**src/rtl/switch_arb_pkg.sv**
```systemverilog
`default_nettype none
// ============================================================================
// Module  : switch_arb_pkg
// Purpose : Shared types, constants and helpers for the per-egress packet
//           arbiter and the crossbar configuration logic.
// Contents: arb_state_e  - arbiter FSM state encoding
//           N_PORTS      - number of switch ports
//           IDX_W        - width of a port index
//           onehot2idx() - one-hot port vector to binary index
// Revision: 1.0 - initial release
// ============================================================================
package switch_arb_pkg;

  localparam int N_PORTS = 4;
  localparam int IDX_W   = (N_PORTS > 1) ? $clog2(N_PORTS) : 1;

  typedef enum logic {
    ARB_IDLE = 1'b0,
    ARB_XFER = 1'b1
  } arb_state_e;

  // Returns the index of the set bit; an all-zero vector maps to index 0.
  function automatic logic [IDX_W-1:0] onehot2idx(input logic [N_PORTS-1:0] i_oh);
    logic [IDX_W-1:0] w_idx;
    w_idx = '0;
    for (int i = 0; i < N_PORTS; i++) begin
      if (i_oh[i]) begin
        w_idx = IDX_W'(i);
      end
    end
    return w_idx;
  endfunction

endpackage
`default_nettype wire

```
**src/rtl/switch_output_arbiter_rr_priority_picker.sv**
```systemverilog
`default_nettype none
// ============================================================================
// Module  : rr_priority_picker
// Purpose : Combinational round-robin picker. Scans the request vector
//           starting at i_ptr and wrapping modulo N, and reports the first
//           requester found.
// Ports   : i_req      [N-1:0]      request vector
//           i_ptr      [PTR_W-1:0]  index with highest priority this round
//           o_winner   [PTR_W-1:0]  selected index (i_ptr when nothing requests)
//           o_any_req               at least one request is active
// Revision: 1.0 - initial release
// ============================================================================
import switch_arb_pkg::*;

module rr_priority_picker #(
  parameter int N     = switch_arb_pkg::N_PORTS,
  parameter int PTR_W = (N > 1) ? $clog2(N) : 1
) (
  input  logic [N-1:0]     i_req,
  input  logic [PTR_W-1:0] i_ptr,
  output logic [PTR_W-1:0] o_winner,
  output logic             o_any_req
);

  // Walk the offsets from farthest to nearest so that the requester closest
  // to the pointer (in wrap order) is the last assignment and therefore wins.
  always_comb begin
    o_winner  = i_ptr;
    o_any_req = |i_req;
    for (int off = N - 1; off >= 0; off--) begin
      if (i_req[(int'(i_ptr) + off) % N]) begin
        o_winner = PTR_W'((int'(i_ptr) + off) % N);
      end
    end
  end

endmodule
`default_nettype wire

```
**src/rtl/switch_output_arbiter.sv**
```systemverilog
`default_nettype none
// ============================================================================
// Module  : switch_output_arbiter
// Purpose : Per-egress packet scheduler. Shares one output port between the
//           ingress FIFOs whose head packets target it, round-robin at packet
//           granularity. A grant is held from the first beat to EOP so packets
//           never interleave; a beat watchdog forces release of overlong
//           packets and flags it on err_overrun.
// Ports   : clk, rst                   clock, async active-high reset
//           req_valid/req_eop [N]      per-requester head beat valid / last
//           req_data [N*DATA_W]        per-requester head beat
//           req_ready [N]              pop strobe to the owning FIFO
//           out_valid/out_data/out_eop muxed beat toward egress
//           out_ready                  egress accepts beat
//           grant [N]                  one-hot owner, 0 when idle
//           busy                       a packet is in flight
//           err_overrun                one-cycle pulse after watchdog release
// Revision: 1.0 - initial release
// ============================================================================
import switch_arb_pkg::*;

module switch_output_arbiter #(
  parameter int N_PORTS       = switch_arb_pkg::N_PORTS,
  parameter int DATA_W        = 8,
  parameter int MAX_PKT_BEATS = 16
) (
  input  logic                        clk,
  input  logic                        rst,
  input  logic [N_PORTS-1:0]          req_valid,
  input  logic [N_PORTS*DATA_W-1:0]   req_data,
  input  logic [N_PORTS-1:0]          req_eop,
  output logic [N_PORTS-1:0]          req_ready,
  output logic                        out_valid,
  output logic [DATA_W-1:0]           out_data,
  output logic                        out_eop,
  input  logic                        out_ready,
  output logic [N_PORTS-1:0]          grant,
  output logic                        busy,
  output logic                        err_overrun
);

  localparam int PTR_W = (N_PORTS > 1) ? $clog2(N_PORTS) : 1;
  localparam int CNT_W = $clog2(MAX_PKT_BEATS);

  localparam logic [CNT_W-1:0] c_LAST_CNT = CNT_W'(MAX_PKT_BEATS - 1);
  localparam logic [PTR_W-1:0] c_LAST_IDX = PTR_W'(N_PORTS - 1);

  arb_state_e          r_state,       w_state_nxt;
  logic [N_PORTS-1:0]  r_grant,       w_grant_nxt;
  logic [PTR_W-1:0]    r_rr_ptr,      w_rr_ptr_nxt;
  logic [CNT_W-1:0]    r_beat_cnt,    w_beat_cnt_nxt;
  logic                r_err_overrun, w_err_overrun_nxt;

  logic [PTR_W-1:0]    w_owner;
  logic [PTR_W-1:0]    w_winner;
  logic                w_any_req;
  logic                w_xfer;
  logic                w_eop;
  logic                w_wd_hit;

  rr_priority_picker #(
    .N     (N_PORTS),
    .PTR_W (PTR_W)
  ) u_picker (
    .i_req     (req_valid),
    .i_ptr     (r_rr_ptr),
    .o_winner  (w_winner),
    .o_any_req (w_any_req)
  );

  assign w_owner = onehot2idx(r_grant);

  // Output mux: only the owner is visible and only the owner can be popped.
  // req_ready follows out_ready directly so a stalled egress never pops.
  always_comb begin
    out_valid = 1'b0;
    out_data  = '0;
    out_eop   = 1'b0;
    req_ready = '0;
    if (r_state == ARB_XFER) begin
      out_valid          = req_valid[w_owner];
      out_data           = req_data[w_owner*DATA_W +: DATA_W];
      out_eop            = req_eop[w_owner];
      req_ready[w_owner] = out_ready;
    end
  end

  assign w_xfer   = out_valid & out_ready;
  assign w_eop    = req_eop[w_owner];
  assign w_wd_hit = (r_beat_cnt == c_LAST_CNT);

  // Next-state logic. The release path always returns to IDLE, which gives the
  // mandatory single-cycle gap before the next grant is registered.
  always_comb begin
    w_state_nxt       = r_state;
    w_grant_nxt       = r_grant;
    w_rr_ptr_nxt      = r_rr_ptr;
    w_beat_cnt_nxt    = r_beat_cnt;
    w_err_overrun_nxt = 1'b0;
    case (r_state)
      ARB_IDLE: begin
        if (w_any_req) begin
          w_state_nxt    = ARB_XFER;
          w_grant_nxt    = N_PORTS'(1) << w_winner;
          w_beat_cnt_nxt = '0;
        end
      end
      ARB_XFER: begin
        if (w_xfer) begin
          w_beat_cnt_nxt = r_beat_cnt + CNT_W'(1);
          if (w_eop || w_wd_hit) begin
            w_state_nxt       = ARB_IDLE;
            w_grant_nxt       = '0;
            // Cleared here so the counter never wraps on a watchdog release.
            w_beat_cnt_nxt    = '0;
            w_rr_ptr_nxt      = (w_owner == c_LAST_IDX) ? '0 : (w_owner + PTR_W'(1));
            w_err_overrun_nxt = w_wd_hit & ~w_eop;
          end
        end
      end
      default: begin
        w_state_nxt = ARB_IDLE;
        w_grant_nxt = '0;
      end
    endcase
  end

  always_ff @(posedge clk or posedge rst) begin
    if (rst) begin
      r_state       <= ARB_IDLE;
      r_grant       <= '0;
      r_rr_ptr      <= '0;
      r_beat_cnt    <= '0;
      r_err_overrun <= 1'b0;
    end else begin
      r_state       <= w_state_nxt;
      r_grant       <= w_grant_nxt;
      r_rr_ptr      <= w_rr_ptr_nxt;
      r_beat_cnt    <= w_beat_cnt_nxt;
      r_err_overrun <= w_err_overrun_nxt;
    end
  end

  assign grant       = r_grant;
  assign busy        = (r_state == ARB_XFER);
  assign err_overrun = r_err_overrun;

endmodule
`default_nettype wire

```
**config.mk**
```make
export PLATFORM = sky130hd
export DESIGN_NAME = switch_output_arbiter
export DESIGN_NICKNAME = d
export VERILOG_FILES = /design/src/rtl/switch_arb_pkg.sv /design/src/rtl/switch_output_arbiter_rr_priority_picker.sv /design/src/rtl/switch_output_arbiter.sv
export SDC_FILE = /design/constraint.sdc
export NUM_CORES = 1
export LEC_CHECK = 0
export CAP_MARGIN = 5
export CORE_ASPECT_RATIO = 1.1
export CORE_MARGIN = 10
export CORE_UTILIZATION = 38
export DETAILED_ROUTE_END_ITERATION = 10
export PLACE_DENSITY_LB_ADDON = 0.3
export SLEW_MARGIN = 20
export SYNTH_ARGS = -nofsm -noshare
export SYNTH_HDL_FRONTEND = slang
export SYNTH_SLANG_ARGS = --single-unit
```
**constraint.sdc**
```tcl
create_clock -name clk -period 2.4 [get_ports clk]
set_input_delay 0.24 -clock clk [delete_from_list [all_inputs] [get_ports clk]]
set_output_delay 0.24 -clock clk [all_outputs]
set_load 0.02 [all_outputs]
```
ff_map.png
Drawn at 6 px/um.
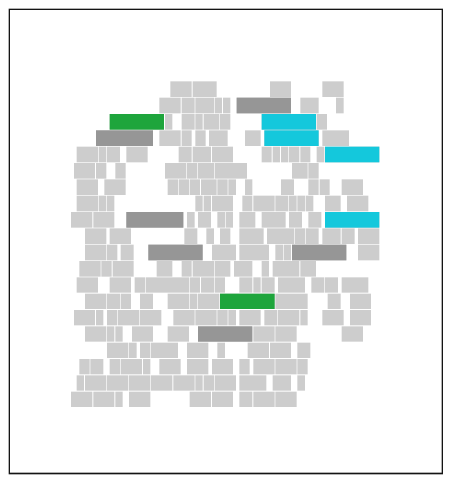
- r_beat_cnt: cyan (flops 4)
- r_rr_ptr: green (flops 2)

gates.png
Drawn at 4 px/um.
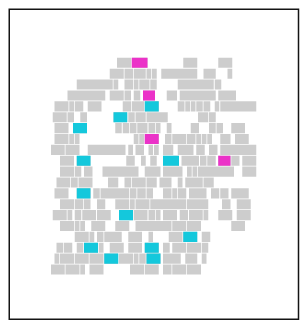
- mux cells: cyan (cells 12; most used mux2i_1)
- non-inverting ao/oa cells: magenta (cells 4)
Commonest Layout Cell: clkdlybuf4s50_1
Cell Count, Final, Fillers Out: 247

m1.png
Drawn at 4 px/um.
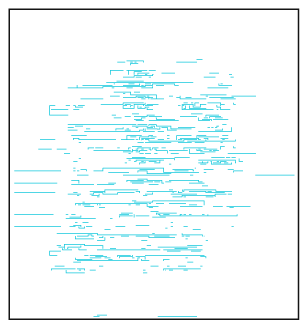
- nets with wire on the layer: 225
- longest straight run: 21.6 um
- wire length on this layer: 1,420 um
- main direction: horizontal
via count: 1,325
M1 GR Usage: 13.8%
routed wire length: 4010 um

==> CHANGELOG.md <==
### Physical design

- Top Layout Cells: clkdlybuf4s50_1 (58), nand2_1 (27), o21ai_0 (13), a21oi_1 (12), mux2i_1 (11)
- Port Buf Inserts: 62
- Worst-path clk slew: 90 ps
- Via/cell ratio: 5.36
- RSZ-0062 raised after global routing: false
- Vias in the first global route: 1,294
- Ys flop type: dfrtp_1
- Proportion of layout cells with a drive suffix above 1: 8.88%
- P_leak: 0.000800 uW
- Total Routing Usage GR: 13.3%
- Fmax: 433 MHz
- Critical path arrival: 2070 ps
- Ys Warns: 0
- Type of origin of the critical path: flip-flop
- Clock skew: 5.15 ps
- Final core occ: 66.6%
- Fill count: 238
- Post-cts hold-fix buffer tally: 0
- Iteration count of the initial detailed-routing pass: 4
- Critical-path maximum fanout: 7
- Avg Inst Size Synth: 7.52 um2
- Post-DP HPWL: 3220 um
- Setup violations, final: 0
- Synth top area cells: dfrtp_1 (27%), mux2i_1 (9.8%), nand2_1 (9.0%), a21oi_1 (5.8%), o21ai_0 (5.8%)
- Post-route ant nets: 0
- Registers, synthesis: 12
- Initial antenna violation count: 0
- Status: finished clean
- Distinct lib cells used: 33
- Final setup TNS: 0 ps
- Clk_lat worst skew: 280 ps
- CTS Sinks: 12
- First-pass GRT wire length: 6220 um
- Resized cells post-CTS: 3
- Post-route cell area: 1870 um2
- Final Slew Violations: 0
- Tcrit/Tclk final: 96.2%
- Die width: 71.9 um
- Top-area cell type share of the netlist area: 26.6%
- CTS tree: done
- Ys cells: 150
- Chip area: 5550 um2
- WS Path Type: reg -> out
- Post-place instance area: 1810 um2
- Largest area contributor in the netlist: dfrtp_1
- PnR Total Power: 1950 uW
- Top Ports: 63
- HP Class: in -> async
- Nets: 262
- Cell Area, Synth: 1130 um2
- # Post-CTS Setup Buffers: 0
- Initial core utilization: 40.2%
- Grt ovf: 0
- CTS max path bufs: 2
- Worst Tran Pin Value: 543 ps
- Root Driver: clkbuf_4
- R2R cell count: 7
- CTS H-tree depth: 1
- OpenROAD warnings: 28
- Initial DRC Count: 73
- Die extent in y: 77.1 um
- DRC viols: 0
- Final hold viol count: 0
- Worst Path Required: 2160 ps
- Relative slew slack: 63.5%
- Crit. End Element: output pin
- Power per cell area: 1050 nW/um2
- Max VDD drop: 0.667 mV
- Post-Syn Instances: 150
- Antenna diode count: 0
- Fraction of registers with async set/reset: 100%
- WL per Instance: 16.2 um
- Fin crit period: 2310 ps
- Syn nets: 197
- Share of the yosys chip area belonging to registers: 26.6%
- Inst Count DP: 243
- Total CTS buffers: 3
- Core Box Area: 2800 um2
- FP Rows: 20
- Post-synth EDFFs: 0
- Largest net degree at the start of global routing: 24
[routing by layer]
metal	track usage, %	vias up	wire length (um)
li1	-	659	-
met1	13.8	608	1420
met2	23.1	47	2160
met3	4.12	11	320
met4	7.17	0	108
met5	0	-	0
[Yosys cell counts, types with 2 or more instances]
master,count
a21oi_1,13
a221oi_2,2
and2_1,2
and3_1,5
buf_2,2
clkbuf_1,4
dfrtp_1,12
ha_1,4
inv_1,8
mux2i_1,11
nand2_1,27
nand2b_1,9
nand3_1,7
nor2_1,5
nor2b_1,5
nor3_1,3
nor3b_1,2
o21ai_0,13
o22ai_1,2
[power by group]
group	switching (uW)	internal (uW)
registers	112	263
clock network	76.5	92.4
logic	746	663
[path summary, 6_finish.rpt]
check / slack (ps) / end / start
min reg2reg: 530 / r_beat_cnt[1] / r_beat_cnt[1]
max reg2reg: 470 / r_rr_ptr[0] / grant[1]
max in group asynchronous: 1770 / grant[1] / rst
min in group clk: 530 / r_beat_cnt[1] / r_beat_cnt[1]
max: 90 / out_valid / grant[1]
min: 270 / r_beat_cnt[0] / rst
[state kept, by name, summed over array words and instances, names as in the netlist]
register     flops
grant            4
busy             1
r_beat_cnt       4
r_rr_ptr         2
err_overrun      1
[worst max-delay path: stages, from the launching register on]
cell	delay (ps)
dfrtp_2	500
mux2i_1	160
a221oi_2	340
and2_1	180
clkdlybuf4s50_1	610
[per-stage QoR]
| step | hold WS [ps] | setup WS, ps |
|---|---|---|
| 2_1_floorplan | 105 | 435 |
| 3_3_place_gp | 525 | 158 |
| 3_5_place_dp | 516 | 131 |
| 4_1_cts | 297 | 28.0 |
| 5_1_grt | 342 | 14.3 |
| 6_report | 267 | 90.4 |
[area by class of cell]
type                       instances  area (um2)  area share [%]
inverter                           8        30.0            1.61
clock buffer                       4        36.3            1.95
sequential                        12         303            16.2
timing repair buffer              67         681            36.5
tap                               33        41.3            2.21
multi-input combinational        123         774            41.5
[kinds of logic after synthesis]
family	share of synthesized area, %
simple gates	30.0
flops	26.6
xor+xnor	0.777
buf+inv	5.22
mux	10.8
compound gates	22.2
fa+ha+maj	4.44
Power and IR drop assume default switching activity.
